**Run 1: local utilization**

Bar = 50 µm. 18 x 14 tiles, from black (low) to pale yellow (high), 0 to 100% covered.
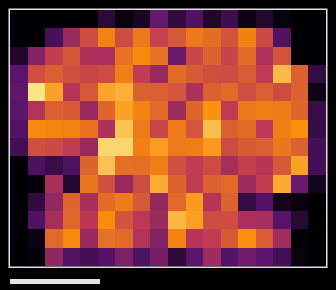
**Run 1: track usage over the die**

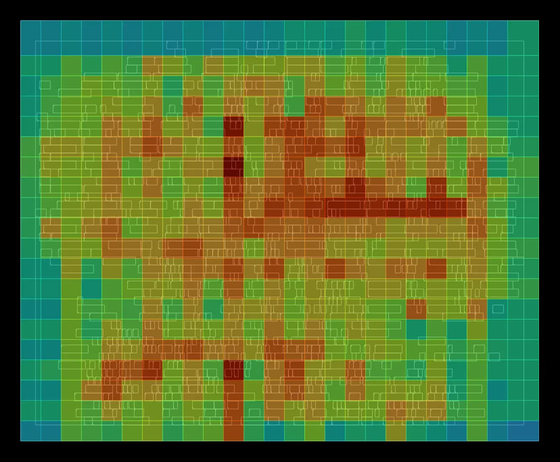
**Run 1: nets reached from selected ports**

Bar = 50 µm.
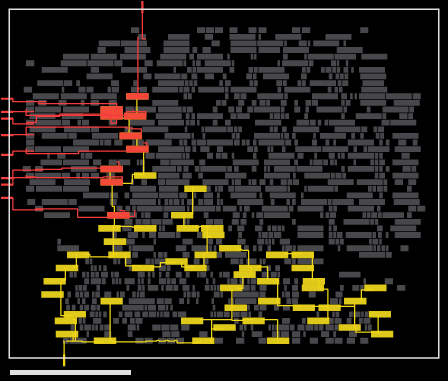
**Run 1: PDN straps and rails**

Bar = 50 µm. Pins as bars on the die edge.
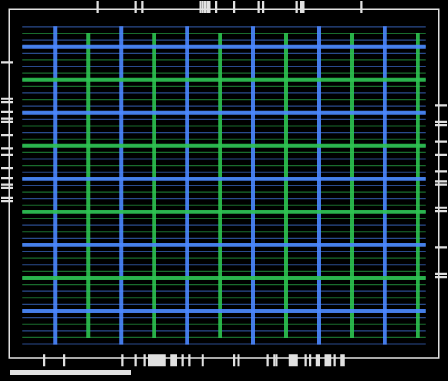
<file path="src/rtl/bram_line_reader.sv">
// bram_line_reader
// Read-side fetch engine for the 36-bit line-store block RAM. A start command
// streams a run of consecutive words out of RAM port A. Each word is split into
// four 9-bit {parity, byte} pixels, low byte first, on a valid/ready stream.
// Reads are only issued while the word buffer has room for everything in flight.
module bram_line_reader #(
  parameter int ADDR_WIDTH = 9,
  parameter int RD_LATENCY = 2,
  parameter int FIFO_DEPTH = 4
) (
  input  logic                  clock,
  input  logic                  reset_n,
  input  logic                  start,
  input  logic [ADDR_WIDTH-1:0] base_addr,
  input  logic [ADDR_WIDTH:0]   words,
  input  logic                  abort,
  output logic                  busy,
  output logic                  done,
  output logic                  ram_en,
  output logic [ADDR_WIDTH-1:0] ram_addr,
  input  logic [35:0]           ram_do,
  output logic                  pix_valid,
  input  logic                  pix_ready,
  output logic [8:0]            pix_data
);

  localparam int PTR_W  = $clog2(FIFO_DEPTH);
  localparam int CNT_W  = PTR_W + 1;
  localparam int OCC_W  = $clog2(FIFO_DEPTH + RD_LATENCY + 2) + 1;
  localparam int WCNT_W = ADDR_WIDTH + 1;
  localparam int PIX_W  = ADDR_WIDTH + 3;

  typedef enum logic [1:0] {
    ST_IDLE  = 2'd0,
    ST_FETCH = 2'd1,
    ST_DRAIN = 2'd2
  } state_t;

  state_t                state_r;
  logic                  busy_r;
  logic                  done_r;
  logic                  ram_en_r;
  logic [ADDR_WIDTH-1:0] ram_addr_r;
  logic                  pix_valid_r;
  logic [8:0]            pix_data_r;
  logic [WCNT_W-1:0]     rem_r;        // reads not yet placed on ram_en
  logic [PIX_W-1:0]      pix_left_r;   // pixel handshakes still owed
  logic [RD_LATENCY-1:0] pipe_r;       // one bit per read still inside the RAM
  logic [35:0]           fifo_mem_r [FIFO_DEPTH];
  logic [PTR_W-1:0]      wr_ptr_r;
  logic [PTR_W-1:0]      rd_ptr_r;
  logic [CNT_W-1:0]      cnt_r;
  logic [1:0]            lane_r;       // lane of the pixel currently presented

  logic                  hs_s;
  logic                  pop_s;
  logic                  wr_s;
  logic                  flush_s;
  logic                  issue_s;
  logic                  src_ok_s;
  logic [35:0]           src_word_s;
  logic [1:0]            lane_n_s;
  logic [OCC_W-1:0]      occ_s;
  logic [PTR_W-1:0]      head_s;
  logic [CNT_W-1:0]      cnt_pop_s;

  // Select pixel 'lane' of a RAM word: {parity bit of that byte, byte}.
  function automatic logic [8:0] lane_pixel(input logic [35:0] word, input logic [1:0] lane);
    case (lane)
      2'd0:    lane_pixel = {word[32], word[7:0]};
      2'd1:    lane_pixel = {word[33], word[15:8]};
      2'd2:    lane_pixel = {word[34], word[23:16]};
      2'd3:    lane_pixel = {word[35], word[31:24]};
      default: lane_pixel = 9'd0;
    endcase
  endfunction

  // Handshake, buffer occupancy, issue decision and the next word for the output stage.
  always_comb begin
    hs_s      = pix_valid_r && pix_ready;
    pop_s     = hs_s && (lane_r == 2'd3);
    wr_s      = pipe_r[RD_LATENCY-1];
    flush_s   = abort && busy_r;
    lane_n_s  = hs_s ? (lane_r + 2'd1) : lane_r;
    head_s    = rd_ptr_r + PTR_W'(pop_s);
    cnt_pop_s = cnt_r - CNT_W'(pop_s);
    // Occupancy as it will stand next cycle: buffered words, the read on the
    // port now and reads inside the RAM, less the word popped at this edge.
    occ_s = OCC_W'(cnt_r) + OCC_W'(ram_en_r);
    for (int i = 0; i < RD_LATENCY; i++) begin
      occ_s = occ_s + OCC_W'(pipe_r[i]);
    end
    occ_s   = occ_s - OCC_W'(pop_s);
    issue_s = (state_r == ST_FETCH) && (rem_r != '0) && (occ_s < OCC_W'(FIFO_DEPTH));
    // An empty buffer is bypassed so the arriving word reaches the pixel register directly.
    if (cnt_pop_s != '0) begin
      src_ok_s   = 1'b1;
      src_word_s = fifo_mem_r[head_s];
    end else if (wr_s) begin
      src_ok_s   = 1'b1;
      src_word_s = ram_do;
    end else begin
      src_ok_s   = 1'b0;
      src_word_s = 36'd0;
    end
  end

  // Word buffer storage; pointers and count live in the control block.
  always_ff @(posedge clock) begin
    if (wr_s) begin
      fifo_mem_r[wr_ptr_r] <= ram_do;
    end
  end

  // Line FSM, read issue, buffer pointers and registered pixel output.
  always_ff @(posedge clock or negedge reset_n) begin
    if (!reset_n) begin
      state_r     <= ST_IDLE;
      busy_r      <= 1'b0;
      done_r      <= 1'b0;
      ram_en_r    <= 1'b0;
      ram_addr_r  <= '0;
      pix_valid_r <= 1'b0;
      pix_data_r  <= 9'd0;
      rem_r       <= '0;
      pix_left_r  <= '0;
      pipe_r      <= '0;
      wr_ptr_r    <= '0;
      rd_ptr_r    <= '0;
      cnt_r       <= '0;
      lane_r      <= 2'd0;
    end else begin
      done_r     <= 1'b0;
      ram_addr_r <= ram_addr_r + ADDR_WIDTH'(ram_en_r);
      pix_left_r <= pix_left_r - PIX_W'(hs_s);
      pipe_r[0]  <= ram_en_r;
      for (int i = 1; i < RD_LATENCY; i++) begin
        pipe_r[i] <= pipe_r[i-1];
      end
      wr_ptr_r <= wr_ptr_r + PTR_W'(wr_s);
      rd_ptr_r <= rd_ptr_r + PTR_W'(pop_s);
      cnt_r    <= cnt_r + CNT_W'(wr_s) - CNT_W'(pop_s);
      lane_r   <= lane_n_s;
      if (pix_valid_r && !pix_ready) begin
        pix_valid_r <= 1'b1;
      end else if (src_ok_s) begin
        pix_valid_r <= 1'b1;
        pix_data_r  <= lane_pixel(src_word_s, lane_n_s);
      end else begin
        pix_valid_r <= 1'b0;
      end

      case (state_r)
        ST_IDLE: begin
          if (start) begin
            busy_r     <= 1'b1;
            ram_addr_r <= base_addr;
            pix_left_r <= {words, 2'b00};
            if (words != '0) begin
              state_r  <= ST_FETCH;
              ram_en_r <= 1'b1;
              rem_r    <= words - WCNT_W'(1);
            end else begin
              state_r  <= ST_DRAIN;
              ram_en_r <= 1'b0;
              rem_r    <= '0;
            end
          end else begin
            ram_en_r <= 1'b0;
          end
        end
        ST_FETCH: begin
          ram_en_r <= issue_s;
          rem_r    <= rem_r - WCNT_W'(issue_s);
          // rem_r == 0 here means the port is carrying the final read.
          if (rem_r == '0) begin
            state_r <= ST_DRAIN;
          end else begin
            state_r <= ST_FETCH;
          end
        end
        ST_DRAIN: begin
          ram_en_r <= 1'b0;
          if ((pix_left_r == '0) || (hs_s && (pix_left_r == PIX_W'(1)))) begin
            state_r <= ST_IDLE;
            busy_r  <= 1'b0;
            done_r  <= 1'b1;
          end else begin
            state_r <= ST_DRAIN;
          end
        end
        default: begin
          state_r  <= ST_IDLE;
          busy_r   <= 1'b0;
          ram_en_r <= 1'b0;
        end
      endcase

      // Abort discards everything: data still returning from the RAM is
      // dropped because its pipe bits are cleared.
      if (flush_s) begin
        state_r     <= ST_IDLE;
        busy_r      <= 1'b0;
        done_r      <= 1'b1;
        ram_en_r    <= 1'b0;
        rem_r       <= '0;
        pix_left_r  <= '0;
        pipe_r      <= '0;
        wr_ptr_r    <= '0;
        rd_ptr_r    <= '0;
        cnt_r       <= '0;
        lane_r      <= 2'd0;
        pix_valid_r <= 1'b0;
        pix_data_r  <= 9'd0;
      end
    end
  end

  assign busy      = busy_r;
  assign done      = done_r;
  assign ram_en    = ram_en_r;
  assign ram_addr  = ram_addr_r;
  assign pix_valid = pix_valid_r;
  assign pix_data  = pix_data_r;

endmodule
</file>
<file path="config.mk">
export PLATFORM = sky130hd
export DESIGN_NAME = bram_line_reader
export DESIGN_NICKNAME = d
export VERILOG_FILES = /design/src/rtl/bram_line_reader.sv
export SDC_FILE = /design/constraint.sdc
export NUM_CORES = 1
export LEC_CHECK = 0
export CAP_MARGIN = 40
export CORE_ASPECT_RATIO = 0.8
export CORE_MARGIN = 5
export CORE_UTILIZATION = 44
export DETAILED_ROUTE_END_ITERATION = 10
export GPL_TIMING_DRIVEN = 0
export MAX_ROUTING_LAYER = met4
export PLACE_DENSITY = 0.63
export SKIP_LAST_GASP = 1
export SLEW_MARGIN = 20
export SYNTH_ARGS = -nofsm -noshare
export SYNTH_HDL_FRONTEND = slang
export SYNTH_SLANG_ARGS = --single-unit
</file>
<file path="constraint.sdc">
create_clock -name clock -period 8.1 [get_ports clock]
set_input_delay 1.62 -clock clock [delete_from_list [all_inputs] [get_ports clock]]
set_output_delay 1.62 -clock clock [all_outputs]
set_load 0.005 [all_outputs]
</file>
==> flow_metrics.env, run 1 <==
# physical design summary
export IMPL_status="finished clean"
export IMPL_area_leaders="edfxtp_1 44%, dfrtp_1 15%, nor3_1 6.0%"
export IMPL_fin_cells=1274
export IMPL_layout_top_cell="edfxtp_1"
export IMPL_cts_root_buffer="clkbuf_16"
export IMPL_power_frac_comb_pct=38.9
export IMPL_wl_met1_um=12610
export IMPL_hpwl_um=18580
export IMPL_finalPower_mw=4.045
export IMPL_dieArea_um2=25190
export IMPL_critPathArrivalTime_ns=5.34
export IMPL_aoi_share_pct=10.32
export IMPL_wl_met3_um=2606
export IMPL_fp_utilization_pct=44.84
export IMPL_cp_start_kind="input port"
export IMPL_maxUsedRoutingLayer="met4"
export IMPL_powerSeq_mw=1.48
export IMPL_nets=1032
export IMPL_syn_inst=841
export IMPL_report_final_hold_viol_count=0
export IMPL_logic_area_um2=3645
export IMPL_largestClassByArea="flip-flops and latches"
export IMPL_drtIter0Drc=828
export IMPL_synth_area_per_cell_um2=11.56
export IMPL_edf_count=144
export IMPL_buffers=146
export IMPL_fmax_mhz=203.2
export IMPL_clkPwrFrac_pct=24.6
export IMPL_gp_congestion=0.8697
export IMPL_cp_depth=19
export IMPL_critical_path_top_delay_family="simple AND/OR/NAND/NOR gates"
export IMPL_ys_ff=201
export IMPL_boundaryPins=82
export IMPL_top_register="fifo_mem_r"
export IMPL_async_flop_share_pct=28.36
export IMPL_final_cell_mix="144 x edfxtp_1, 116 x nor3_1, 79 x clkdlybuf4s50_1"
export IMPL_clk_path_buf_depth=3
export IMPL_xor_share_pct=2.909
export IMPL_clkbuf_count=29
About 'local utilization':
The fullest tile reaches 95%. 11% of the tiles are nearly empty. 8.7% of the tiles are over 75% full. The emptiest ninth of the die: lower right. The mean over all tiles is 45%.

About 'track usage over the die':
Total GRT Usage: 22.06%
layer with the highest usage: met1
met1 Resource Use GR: 33.34%
met3 usage: 4.235%
routed len/inst: 21.26 µm

About 'nets reached from selected ports':
Key: `reset_n` = yellow [direction input, edge bottom, end cells 57, buffers 2, wire 537 µm]; `pix_data` = red [direction output, edge 8 left, 1 top, end cells 9, buffers 9, wire 535 µm]

About 'PDN straps and rails':
Key: VSS = blue; VDD = green
9 straps on met5. 49 met1 rails follow the rows. The core has 48 rows.

run 1: per-layer routing:
layer	GRT usage (%)	up-vias
li1	-	3446
met1	33.34	3695
met2	31.19	362
met3	4.235	47
met4	4.307	0
met5	-	-
run 1: cells in the mapped netlist, drive strengths merged (3+ instances only):
cell type and count:
inv 12, nand2b 9, ha 13, nand2 50, clkbuf 29, o22ai 9
mux2i 21, or3 7, buf 26, nand4 11, and2 8, nor2b 5
or4 33, nor3b 3, xor2 16, a21oi 26, a32o 8, dfrtp 57
and3 6, nor4 19, o21ai 33, a21o 3, a211oi 9, nor3 117
o22a 3, edfxtp 144, o221ai 9, nor2 73, a22oi 14, xnor2 12
nand3 9, a22o 3, a31oi 10, a311oi 3, o211ai 8
--- run 2 (diff from run 1) ---
- PLACE_DENSITY: 0.63 -> 0.66
- clock period: 8.1 -> 4.2 ns (I/O delays scaled with it)
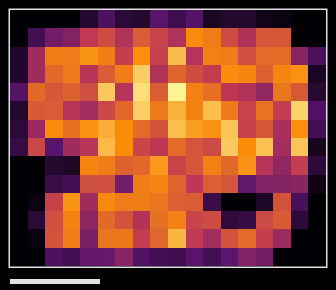
**Above:** run 2 (local utilization).
Bar = 50 µm. 18 x 14 tiles, from black (low) to pale yellow (high), 0 to 100% covered.
11% of the tiles are nearly empty. The emptiest ninth of the die: lower right. 12% of the tiles are over 75% full. The fullest tile reaches 97%. The densest ninth of the die: center.

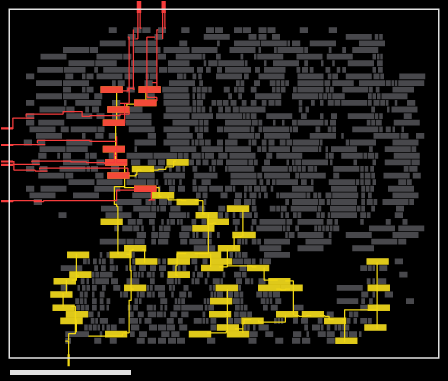
**Above:** run 2 (nets reached from selected ports).
Bar = 50 µm.
Key: `reset_n` = yellow [direction input, edge bottom, end cells 57, buffers 2, wire 510 µm]; `pix_data` = red [direction output, edge 5 left, 4 top, end cells 9, buffers 9, wire 488 µm]

==> flow_metrics.env, run 2 <==
# physical design summary
export IMPL_cp_start_kind="flop"
export IMPL_track_usage_pct=21.60
export IMPL_dieArea_um2=25190
export IMPL_ys_ff=201
export IMPL_finalPower_mw=7.827
export IMPL_status="finished clean"
export IMPL_clkPwrFrac_pct=25.0
export IMPL_powerSeq_mw=2.84
export IMPL_layout_top_cell="edfxtp_1"
export IMPL_area_leaders="edfxtp_1 44%, dfrtp_1 15%, nor3_1 6.0%"
export IMPL_fmax_mhz=252.1
export IMPL_async_flop_share_pct=28.36
export IMPL_critPathArrivalTime_ns=4.38
export IMPL_top_register="fifo_mem_r"
export IMPL_fp_utilization_pct=44.84
export IMPL_syn_inst=841
export IMPL_boundaryPins=82
export IMPL_report_final_hold_viol_count=0
export IMPL_aoi_share_pct=10.32
export IMPL_final_cell_mix="144 x edfxtp_1, 115 x nor3_1, 79 x clkdlybuf4s50_1"
export IMPL_critical_path_top_delay_family="simple AND/OR/NAND/NOR gates"
export IMPL_cts_root_buffer="clkbuf_16"
export IMPL_hpwl_um=18430
export IMPL_synth_area_per_cell_um2=11.56
[run 2: cell type report]
type | count | share of cell area (%)
multi-input cells | 573 | 31.06
clock inverters | 13 | 1.188
plain buffers | 53 | 2.440
flip-flops and latches | 201 | 48.76
well taps | 300 | 3.182
clock buffers | 27 | 5.006
inverters | 12 | 0.3818
repair buffers | 91 | 7.987
[run 2: what timing repair did]
action | 4_1_cts | 5_1_grt
setup buffers | 0 | 0
endpoints found under the setup margin | 2 | 8
gates resized | 2 | 4
hold endpoints to repair | 0 | 0
pin swaps | 0 | 2
[run 2: layer usage]
metal	track usage [%]	part of all wire, %	vias to the layer above	routed length [µm]
met3	5.082	9.6	43	2555
met4	4.717	2.0	0	527
li1	-	-	3447	-
met1	30.94	45	3689	12070
met5	-	0	-	0
met2	31.59	43	318	11450
